File: src/rtl/ascii_wb_pkg.sv
// Shared definitions for the ASCII <-> Wishbone bridge pair: command/response
// characters, the initiator FSM state type and hex/ASCII conversion helpers.
package ascii_wb_pkg;

  localparam logic [7:0] CMD_READ  = 8'h72;  // 'r'
  localparam logic [7:0] CMD_WRITE = 8'h77;  // 'w'
  localparam logic [7:0] RESP_ERR  = 8'h78;  // 'x'

  typedef enum logic [3:0] {
    ST_IDLE    = 4'd0,
    ST_TX_CMD  = 4'd1,
    ST_TX_ADDR = 4'd2,
    ST_TX_DATA = 4'd3,
    ST_TX_MASK = 4'd4,
    ST_TX_TERM = 4'd5,
    ST_RX      = 4'd6,
    ST_RESP    = 4'd7,
    ST_DRAIN   = 4'd8
  } wb2ascii_state_t;

  // Nibble to lowercase hex character.
  function automatic logic [7:0] hex2ascii(input logic [3:0] nibble);
    logic [7:0] c;
    if (nibble < 4'd10) c = 8'h30 + {4'h0, nibble};
    else                c = 8'h57 + {4'h0, nibble};  // 'a' - 10
    return c;
  endfunction

  // Hex character (either case) to nibble; valid is low for non-hex input.
  function automatic logic [3:0] ascii2hex(input logic [7:0] ch, output logic valid);
    logic [3:0] n;
    n     = 4'h0;
    valid = 1'b0;
    if (ch >= 8'h30 && ch <= 8'h39) begin
      n     = ch[3:0];
      valid = 1'b1;
    end else if ((ch >= 8'h61 && ch <= 8'h66) || (ch >= 8'h41 && ch <= 8'h46)) begin
      n     = ch[3:0] + 4'd9;
      valid = 1'b1;
    end
    return n;
  endfunction

endpackage

File: src/rtl/wishbone_if.sv
// Wishbone classic bus bundle with master and slave views.
interface wishbone_if #(
  parameter int ADR_BITS    = 16,
  parameter int PORT_SIZE   = 32,
  parameter int GRANULARITY = 8
);
  localparam int SEL_BITS = PORT_SIZE / GRANULARITY;

  logic                 cyc;
  logic                 stb;
  logic                 we;
  logic [ADR_BITS-1:0]  adr;
  logic [PORT_SIZE-1:0] dat_w;
  logic [SEL_BITS-1:0]  sel;
  logic [PORT_SIZE-1:0] dat_r;
  logic                 ack;
  logic                 err;
  logic                 stall;

  modport master (output cyc, stb, we, adr, dat_w, sel,
                  input  dat_r, ack, err, stall);
  modport slave  (input  cyc, stb, we, adr, dat_w, sel,
                  output dat_r, ack, err, stall);
endinterface

File: src/rtl/ascii_line_rx.sv
// Reply line accumulator: shifts hex digits into a data word, counts them,
// flags a leading 'x' or any non-hex character, and strobes done on the
// terminator. The owner clears it before each new reply line.
module ascii_line_rx
  import ascii_wb_pkg::*;
#(
  parameter int         DATA_NIBBLES = 8,
  parameter logic [7:0] TERM_CHAR    = 8'h0A
) (
  input  logic                      clk_i,
  input  logic                      rst_i,
  input  logic                      i_clear,
  input  logic                      i_enable,
  input  logic [7:0]                i_data,
  input  logic                      i_strobe,
  output logic                      o_done,
  output logic [4*DATA_NIBBLES-1:0] o_data,
  output logic [7:0]                o_count,
  output logic                      o_xfirst,
  output logic                      o_bad
);
  localparam int DATA_W = 4 * DATA_NIBBLES;

  logic [DATA_W-1:0] r_shift;
  logic [7:0]        r_count;
  logic              r_first;
  logic              r_xfirst;
  logic              r_bad;

  logic       w_take;
  logic       w_is_term;
  logic       w_hex_ok;
  logic [3:0] w_nib;

  assign w_take    = i_enable & i_strobe;
  assign w_is_term = (i_data == TERM_CHAR);
  assign o_done    = w_take & w_is_term;

  // Decode the incoming character as a hex digit.
  always_comb begin
    w_hex_ok = 1'b0;
    w_nib    = ascii2hex(i_data, w_hex_ok);
  end

  // Accumulate one reply line; the digit count saturates so long lines never alias a valid length.
  always_ff @(posedge clk_i) begin
    if (!rst_i) begin
      r_shift  <= '0;
      r_count  <= '0;
      r_first  <= 1'b0;
      r_xfirst <= 1'b0;
      r_bad    <= 1'b0;
    end else if (i_clear) begin
      r_shift  <= '0;
      r_count  <= '0;
      r_first  <= 1'b1;
      r_xfirst <= 1'b0;
      r_bad    <= 1'b0;
    end else if (w_take && !w_is_term) begin
      r_first <= 1'b0;
      if (r_first && i_data == RESP_ERR) r_xfirst <= 1'b1;
      if (w_hex_ok) begin
        r_shift <= {r_shift[DATA_W-5:0], w_nib};
        if (r_count != 8'hFF) r_count <= r_count + 8'd1;
      end else begin
        r_bad <= 1'b1;
      end
    end
  end

  assign o_data   = r_shift;
  assign o_count  = r_count;
  assign o_xfirst = r_xfirst;
  assign o_bad    = r_bad;

endmodule

File: src/rtl/wb2ascii.sv
// Wishbone slave to ASCII command-line bridge. Each bus request is sent as a
// hex text line ('w'+addr+data+mask or 'r'+addr, then terminator) and the
// reply line decides between ack and err. A transmitted line is always
// completed so the remote parser never sees a torn command.
module wb2ascii
  import ascii_wb_pkg::*;
#(
  parameter logic [7:0] TERM_CHAR      = 8'h0A,
  parameter int         DATA_NIBBLES   = 8,
  parameter int         ADDR_NIBBLES   = 4,
  parameter int         MASK_BITS      = 4,
  parameter int         TIMEOUT_CYCLES = 100000
) (
  input  logic       clk_i,
  input  logic       rst_i,
  wishbone_if.slave  wb_s,
  output logic [7:0] ascii_tx_data_o,
  output logic       ascii_tx_strobe_o,
  input  logic       ascii_tx_ready_i,
  input  logic [7:0] ascii_rx_data_i,
  input  logic       ascii_rx_strobe_i,
  output logic       timeout_o
);
  localparam int DATA_W       = 4 * DATA_NIBBLES;
  localparam int ADDR_W       = 4 * ADDR_NIBBLES;
  localparam int MASK_NIBBLES = (MASK_BITS + 3) / 4;
  localparam int MASK_W       = 4 * MASK_NIBBLES;

  localparam logic [7:0]  ADDR_LAST = 8'(ADDR_NIBBLES - 1);
  localparam logic [7:0]  DATA_LAST = 8'(DATA_NIBBLES - 1);
  localparam logic [7:0]  MASK_LAST = 8'(MASK_NIBBLES - 1);
  localparam logic [7:0]  DATA_CNT  = 8'(DATA_NIBBLES);
  localparam logic [31:0] TMO_LIMIT = 32'(TIMEOUT_CYCLES);

  wb2ascii_state_t r_state;
  logic [7:0]        r_nib;
  logic              r_we;
  logic [ADDR_W-1:0] r_adr;
  logic [DATA_W-1:0] r_dat;
  logic [MASK_BITS-1:0] r_sel;
  logic              r_abandon;
  logic [31:0]       r_timer;
  logic              r_ack;
  logic              r_err;
  logic              r_timeout;
  logic [DATA_W-1:0] r_dat_r;

  logic [7:0]        w_tx_char;
  logic              w_tx_active;
  logic              w_adv;
  logic [3:0]        w_adr_nib;
  logic [3:0]        w_dat_nib;
  logic [3:0]        w_sel_nib;
  logic [MASK_W-1:0] w_sel_pad;
  logic [31:0]       w_timer_next;
  logic              w_abandon;
  logic              w_reply_ok;
  logic              w_rx_clear;
  logic              w_rx_done;
  logic [DATA_W-1:0] w_rx_data;
  logic [7:0]        w_rx_count;
  logic              w_rx_xfirst;
  logic              w_rx_bad;

  ascii_line_rx #(
    .DATA_NIBBLES (DATA_NIBBLES),
    .TERM_CHAR    (TERM_CHAR)
  ) u_line_rx (
    .clk_i    (clk_i),
    .rst_i    (rst_i),
    .i_clear  (w_rx_clear),
    .i_enable (r_state == ST_RX),
    .i_data   (ascii_rx_data_i),
    .i_strobe (ascii_rx_strobe_i),
    .o_done   (w_rx_done),
    .o_data   (w_rx_data),
    .o_count  (w_rx_count),
    .o_xfirst (w_rx_xfirst),
    .o_bad    (w_rx_bad)
  );

  assign w_adr_nib = 4'(r_adr >> {r_nib, 2'b00});
  assign w_dat_nib = 4'(r_dat >> {r_nib, 2'b00});
  assign w_sel_nib = 4'(w_sel_pad >> {r_nib, 2'b00});

  // Widen the byte mask to a whole number of hex digits.
  always_comb begin
    w_sel_pad                = '0;
    w_sel_pad[MASK_BITS-1:0] = r_sel;
  end

  // Character currently offered to the TX sink, selected by state and nibble index.
  always_comb begin
    w_tx_active = 1'b1;
    w_tx_char   = 8'h00;
    case (r_state)
      ST_TX_CMD:  w_tx_char = r_we ? CMD_WRITE : CMD_READ;
      ST_TX_ADDR: w_tx_char = hex2ascii(w_adr_nib);
      ST_TX_DATA: w_tx_char = hex2ascii(w_dat_nib);
      ST_TX_MASK: w_tx_char = hex2ascii(w_sel_nib);
      ST_TX_TERM: w_tx_char = TERM_CHAR;
      default:    w_tx_active = 1'b0;
    endcase
  end

  assign w_adv             = w_tx_active & ascii_tx_ready_i;
  assign ascii_tx_strobe_o = w_adv;
  assign ascii_tx_data_o   = w_tx_char;
  assign w_rx_clear        = (r_state == ST_TX_TERM) && w_adv;
  assign w_timer_next      = r_timer + 32'd1;
  assign w_abandon         = r_abandon | ~wb_s.cyc;
  assign w_reply_ok        = r_we ? !w_rx_xfirst
                                  : (!w_rx_xfirst && !w_rx_bad && w_rx_count == DATA_CNT);

  // Transaction FSM: serialise the command, await the reply, then pulse ack/err.
  always_ff @(posedge clk_i) begin
    if (!rst_i) begin
      r_state   <= ST_IDLE;
      r_nib     <= '0;
      r_we      <= 1'b0;
      r_adr     <= '0;
      r_dat     <= '0;
      r_sel     <= '0;
      r_abandon <= 1'b0;
      r_timer   <= '0;
      r_ack     <= 1'b0;
      r_err     <= 1'b0;
      r_timeout <= 1'b0;
      r_dat_r   <= '0;
    end else begin
      r_ack     <= 1'b0;
      r_err     <= 1'b0;
      r_timeout <= 1'b0;
      if (r_state != ST_IDLE && !wb_s.cyc) r_abandon <= 1'b1;
      case (r_state)
        ST_IDLE: begin
          if (wb_s.cyc && wb_s.stb) begin
            r_we      <= wb_s.we;
            r_adr     <= wb_s.adr;
            r_dat     <= wb_s.dat_w;
            r_sel     <= wb_s.sel;
            r_abandon <= 1'b0;
            r_timer   <= '0;
            r_nib     <= '0;
            r_state   <= ST_TX_CMD;
          end
        end
        ST_TX_CMD: begin
          if (w_adv) begin
            r_nib   <= ADDR_LAST;
            r_state <= ST_TX_ADDR;
          end
        end
        ST_TX_ADDR: begin
          if (w_adv) begin
            if (r_nib != 8'd0) begin
              r_nib <= r_nib - 8'd1;
            end else if (r_we) begin
              r_nib   <= DATA_LAST;
              r_state <= ST_TX_DATA;
            end else begin
              r_state <= ST_TX_TERM;
            end
          end
        end
        ST_TX_DATA: begin
          if (w_adv) begin
            if (r_nib != 8'd0) begin
              r_nib <= r_nib - 8'd1;
            end else begin
              r_nib   <= MASK_LAST;
              r_state <= ST_TX_MASK;
            end
          end
        end
        ST_TX_MASK: begin
          if (w_adv) begin
            if (r_nib != 8'd0) r_nib <= r_nib - 8'd1;
            else               r_state <= ST_TX_TERM;
          end
        end
        ST_TX_TERM: begin
          // Timer holds the number of cycles elapsed since the terminator went out.
          if (w_adv) begin
            r_timer <= 32'd1;
            r_state <= ST_RX;
          end
        end
        ST_RX: begin
          if (w_rx_done) begin
            r_state <= ST_RESP;
            if (!w_abandon) begin
              if (w_reply_ok) begin
                r_ack <= 1'b1;
                if (!r_we) r_dat_r <= w_rx_data;
              end else begin
                r_err <= 1'b1;
              end
            end
          end else if (w_timer_next == TMO_LIMIT) begin
            r_timeout <= 1'b1;
            r_err     <= !w_abandon;
            r_state   <= ST_DRAIN;
          end else begin
            r_timer <= w_timer_next;
          end
        end
        ST_RESP: r_state <= ST_IDLE;
        ST_DRAIN: begin
          if (ascii_rx_strobe_i && ascii_rx_data_i == TERM_CHAR) r_state <= ST_IDLE;
        end
        default: r_state <= ST_IDLE;
      endcase
    end
  end

  assign wb_s.ack   = r_ack;
  assign wb_s.err   = r_err;
  assign wb_s.dat_r = r_dat_r;
  assign wb_s.stall = (r_state != ST_IDLE);
  assign timeout_o  = r_timeout;

endmodule

File: src/flat_wrapper.sv
// flat-port wrapper written by rule: the top's interface ports become plain ports
module wb2ascii_flat import ascii_wb_pkg::*;
#(
  parameter logic [7:0] TERM_CHAR      = 8'h0A,
  parameter int         DATA_NIBBLES   = 8,
  parameter int         ADDR_NIBBLES   = 4,
  parameter int         MASK_BITS      = 4,
  parameter int         TIMEOUT_CYCLES = 100000
)
  (clk_i, rst_i, ascii_tx_data_o, ascii_tx_strobe_o, ascii_tx_ready_i, ascii_rx_data_i, ascii_rx_strobe_i, timeout_o, wb_s_cyc, wb_s_stb, wb_s_we, wb_s_adr, wb_s_dat_w, wb_s_sel, wb_s_dat_r, wb_s_ack, wb_s_err, wb_s_stall);
  wishbone_if wb_s_i ();
  input  logic clk_i;
  input  logic rst_i;
  output logic [7:0] ascii_tx_data_o;
  output logic ascii_tx_strobe_o;
  input  logic ascii_tx_ready_i;
  input  logic [7:0] ascii_rx_data_i;
  input  logic ascii_rx_strobe_i;
  output logic timeout_o;
  input wire logic [$bits(wb_s_i.cyc)-1:0] wb_s_cyc;
  input wire logic [$bits(wb_s_i.stb)-1:0] wb_s_stb;
  input wire logic [$bits(wb_s_i.we)-1:0] wb_s_we;
  input wire logic [$bits(wb_s_i.adr)-1:0] wb_s_adr;
  input wire logic [$bits(wb_s_i.dat_w)-1:0] wb_s_dat_w;
  input wire logic [$bits(wb_s_i.sel)-1:0] wb_s_sel;
  output wire logic [$bits(wb_s_i.dat_r)-1:0] wb_s_dat_r;
  output wire logic [$bits(wb_s_i.ack)-1:0] wb_s_ack;
  output wire logic [$bits(wb_s_i.err)-1:0] wb_s_err;
  output wire logic [$bits(wb_s_i.stall)-1:0] wb_s_stall;
  assign wb_s_i.cyc = wb_s_cyc;
  assign wb_s_i.stb = wb_s_stb;
  assign wb_s_i.we = wb_s_we;
  assign wb_s_i.adr = wb_s_adr;
  assign wb_s_i.dat_w = wb_s_dat_w;
  assign wb_s_i.sel = wb_s_sel;
  assign wb_s_dat_r = wb_s_i.dat_r;
  assign wb_s_ack = wb_s_i.ack;
  assign wb_s_err = wb_s_i.err;
  assign wb_s_stall = wb_s_i.stall;
  wb2ascii #(.TERM_CHAR(TERM_CHAR), .DATA_NIBBLES(DATA_NIBBLES), .ADDR_NIBBLES(ADDR_NIBBLES), .MASK_BITS(MASK_BITS), .TIMEOUT_CYCLES(TIMEOUT_CYCLES)) u_core (.clk_i(clk_i), .rst_i(rst_i), .wb_s(wb_s_i), .ascii_tx_data_o(ascii_tx_data_o), .ascii_tx_strobe_o(ascii_tx_strobe_o), .ascii_tx_ready_i(ascii_tx_ready_i), .ascii_rx_data_i(ascii_rx_data_i), .ascii_rx_strobe_i(ascii_rx_strobe_i), .timeout_o(timeout_o));
endmodule
File: config.mk
export PLATFORM = sky130hd
export DESIGN_NAME = wb2ascii_flat
export DESIGN_NICKNAME = d
export VERILOG_FILES = /design/src/rtl/ascii_wb_pkg.sv /design/src/rtl/wishbone_if.sv /design/src/rtl/ascii_line_rx.sv /design/src/rtl/wb2ascii.sv /design/src/flat_wrapper.sv
export SDC_FILE = /design/constraint.sdc
export NUM_CORES = 1
export LEC_CHECK = 0
export ABC_AREA = 1
export CAP_MARGIN = 15
export CORE_MARGIN = 10
export CORE_UTILIZATION = 57
export DETAILED_ROUTE_END_ITERATION = 10
export PLACE_DENSITY = 0.87
export SLEW_MARGIN = 0
export SYNTH_ARGS = -nofsm -noshare
export SYNTH_HDL_FRONTEND = slang
export SYNTH_SLANG_ARGS = --single-unit
File: constraint.sdc
create_clock -name clk_i -period 2.55 [get_ports clk_i]
set_input_delay 0.3825 -clock clk_i [delete_from_list [all_inputs] [get_ports clk_i]]
set_output_delay 0.3825 -clock clk_i [all_outputs]
set_load 0.02 [all_outputs]
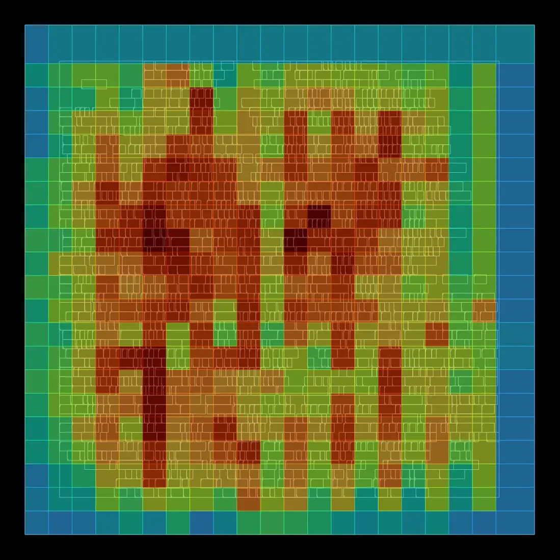
*Routing congestion*
GRT busiest layer: met2
total track usage: 22.8%
WL/cell: 15.0 µm

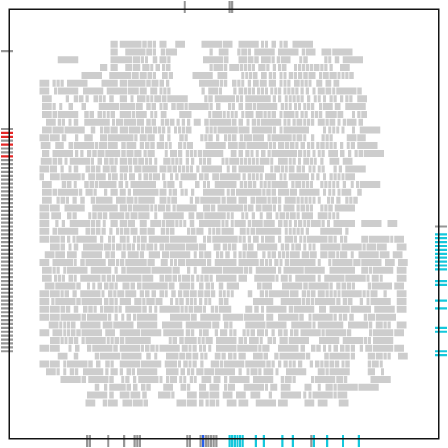
*Pin placement*
Pins as bars across the die edge, other pins in grey.
ascii_rx_strobe_i: shown in blue, pins 1, direction input, edge bottom. wb_s_sel: shown in red, pins 4, direction input, edge left. wb_s_dat_r: shown in cyan, pins 32, direction output, edge 18 right, 14 bottom.
die height: 149 µm
chip width: 149 µm
Buffers on Ports: 110

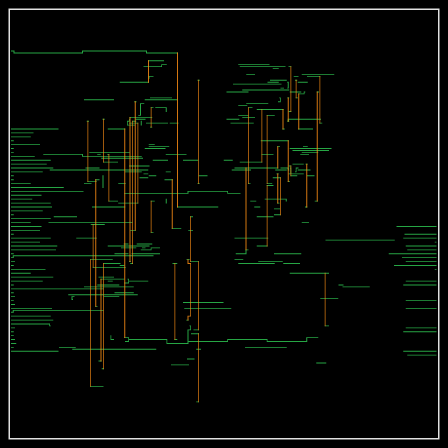
*Wiring by layer*
Two of the layers only.
M3: shown in green, wire length 2000 µm. M4: shown in orange, wire length 1010 µm.
Vias: 10.0k
WL final: 27.2 mm

==> changes_impl.md <==
### Physical design

* Status: complete, but fails checks
* Failing checks: negative setup slack
* Met1 GRT Util at 26.8%
* Gate Count Post-Synth at 1424
* Top Metal Used: met4
* Drt pass-1 iters at 8
* Crit-path leading delay family: simple AND/OR/NAND/NOR gates
* Mux share at 0%
* WHS at 0.226 ns
* Pwr/cell area at 967 nW/µm²
* Tool warnings at 34
* Final min period at 2.84 ns
* Clock power share at 22.0%
* Largest fanout on the critical path at 3
* Sequential power at 3.81 mW
* AO/OA Area Share at 17.6%
* Worst-Margin Slew at 0.498 ns
* Crit path largest cell delay at 0.36 ns
* Hold Vio Cnt, Final at 0
* Clk pin slew, worst setup/hold paths at 0.07 ns
* Final core occ at 74.2%
* Async SR Flop Fraction at 0%
* DRT antenna net count at 0
* Die area at 22300 µm²
* Slew Limit Fails at 0
* Largest class: combinational gates
* Clock network share of area at 4.88%
* Max-cap violations at 0
* Nets at 1656
* Root Buffer Master: clkbuf_16
* Top Ports at 112
* Total power at 11.8 mW
* N_diodes at 1
* Slew HR at 66.7%
* Register share of total power at 32.3%
* N_taps at 220
* CTS H-tree depth at 4
* XORs/XNORs by Area at 0.551%
* Core area at 16500 µm²
* Nonclk inv count at 169
* Post-CTS Setup Inserts at 14
* Main flop type: dfxtp_1
* Vias per inst at 5.53
* Top post-synthesis cells by count: nand2_1 (302), nor2_1 (223), dfxtp_1 (176), inv_1 (160), a21oi_1 (125)
* Initial antenna violation count at 1
* Max power group: combinational logic
* Vias in the first global route at 9130
* CTS tree: yes
* Final setup fails at 5
* Switch Pwr at 5.03 mW
* Hold-fix buffers, CTS at 0
* Cycle use final at 111%
* Gate power share at 45.8%
* Grt total ovfl at 0
* Worst setup path class: reg -> out
* Starting density of the core at 57.9%
* Registers at 176
* Placed cells at 1752
* Met3 Wirelength at 2.00 mm
* Sequential share of cell area at 29.0%
* Post-synth top area share at 37.0%
* Seq. cell area at 3540 µm²
* #FFs+latches synth at 176
* Non-CTS buffers at 197
* MI comb area at 5300 µm²
* Post-Layout Cell Count at 1810
* Unrepaired setup endpoints after global routing: true
* CLK BUF at 18
* CTS buffer count at 17
* # Cells Yosys at 1424
* Hold Crit Depth at 3
* Metal-1 WL at 11.3 mm
* Met2 Wirelength at 12.9 mm
* Post-synth seq share at 37.0%
* Endpoint class of the critical path: primary output
* Area leader, netlist: dfxtp_1
* Gpl congestion at 0.932
* Most frequent cell after synthesis: nand2_1
* YS chip area at 9530 µm²
* Hold path start: rst_i
* Final WS setup at -0.288 ns
* Comb area share at 43.4%
* # clock sinks at 176
* DP Area at 11100 µm²
* Fraction of cell area in non-clock buffers at 15.2%
* Syn-to-layout area delta at 28.2%
* Clk latency late pin at 0.45 ns
* Most frequent cells in the layout: nand2_1 (290), nor2_1 (211), dfxtp_1 (163)
* Worst R2R Start: u_core.r_timer[8]
* Core Rows at 47
* Synth Area in Simple Gates at 33.2%
* Largest cells by area: dfxtp_1 (37%), nand2_1 (12%), nor2_1 (8.8%)
* Combinational Gates at 1015
* Nature of the critical path startpoint: register
* Setup_tns at -1.04 ns
* Hold Path Class: in -> reg
* WP depth at 10
* Clk_skew at 0.0122 ns
* Crit-path cells: nor2_4 > nand3_4 > buf_4 > nor3_2 > nand3_1 > ha_2 > inv_1 > o211ai_1 > o2111ai_1 > buf_2
* Initial DRC count at 1002
* Worst R2R End: u_core.wb_s.err
* Worst reg2reg setup slack at 0.01 ns
* Most common cell after layout, fill and taps aside: nand2_1
* R2r worst-path depth at 14
* Residual DRC at 0
* Fillers at 1218
* M2 GR Usage at 38.0%
* Critical Path Sink: ascii_tx_data_o[1]
* # resized after CTS at 65
* Largest non-sequential cell family by area: simple AND/OR/NAND/NOR gates
* Critical Path RT at 2.17 ns
* Fmax at 352 MHz
* P_comb at 5.40 mW
* Buf/Inv on CP at 3
* Synth warnings at 0
* Net Count, Synth at 1504
Power is estimated from default activity; no workload was simulated.
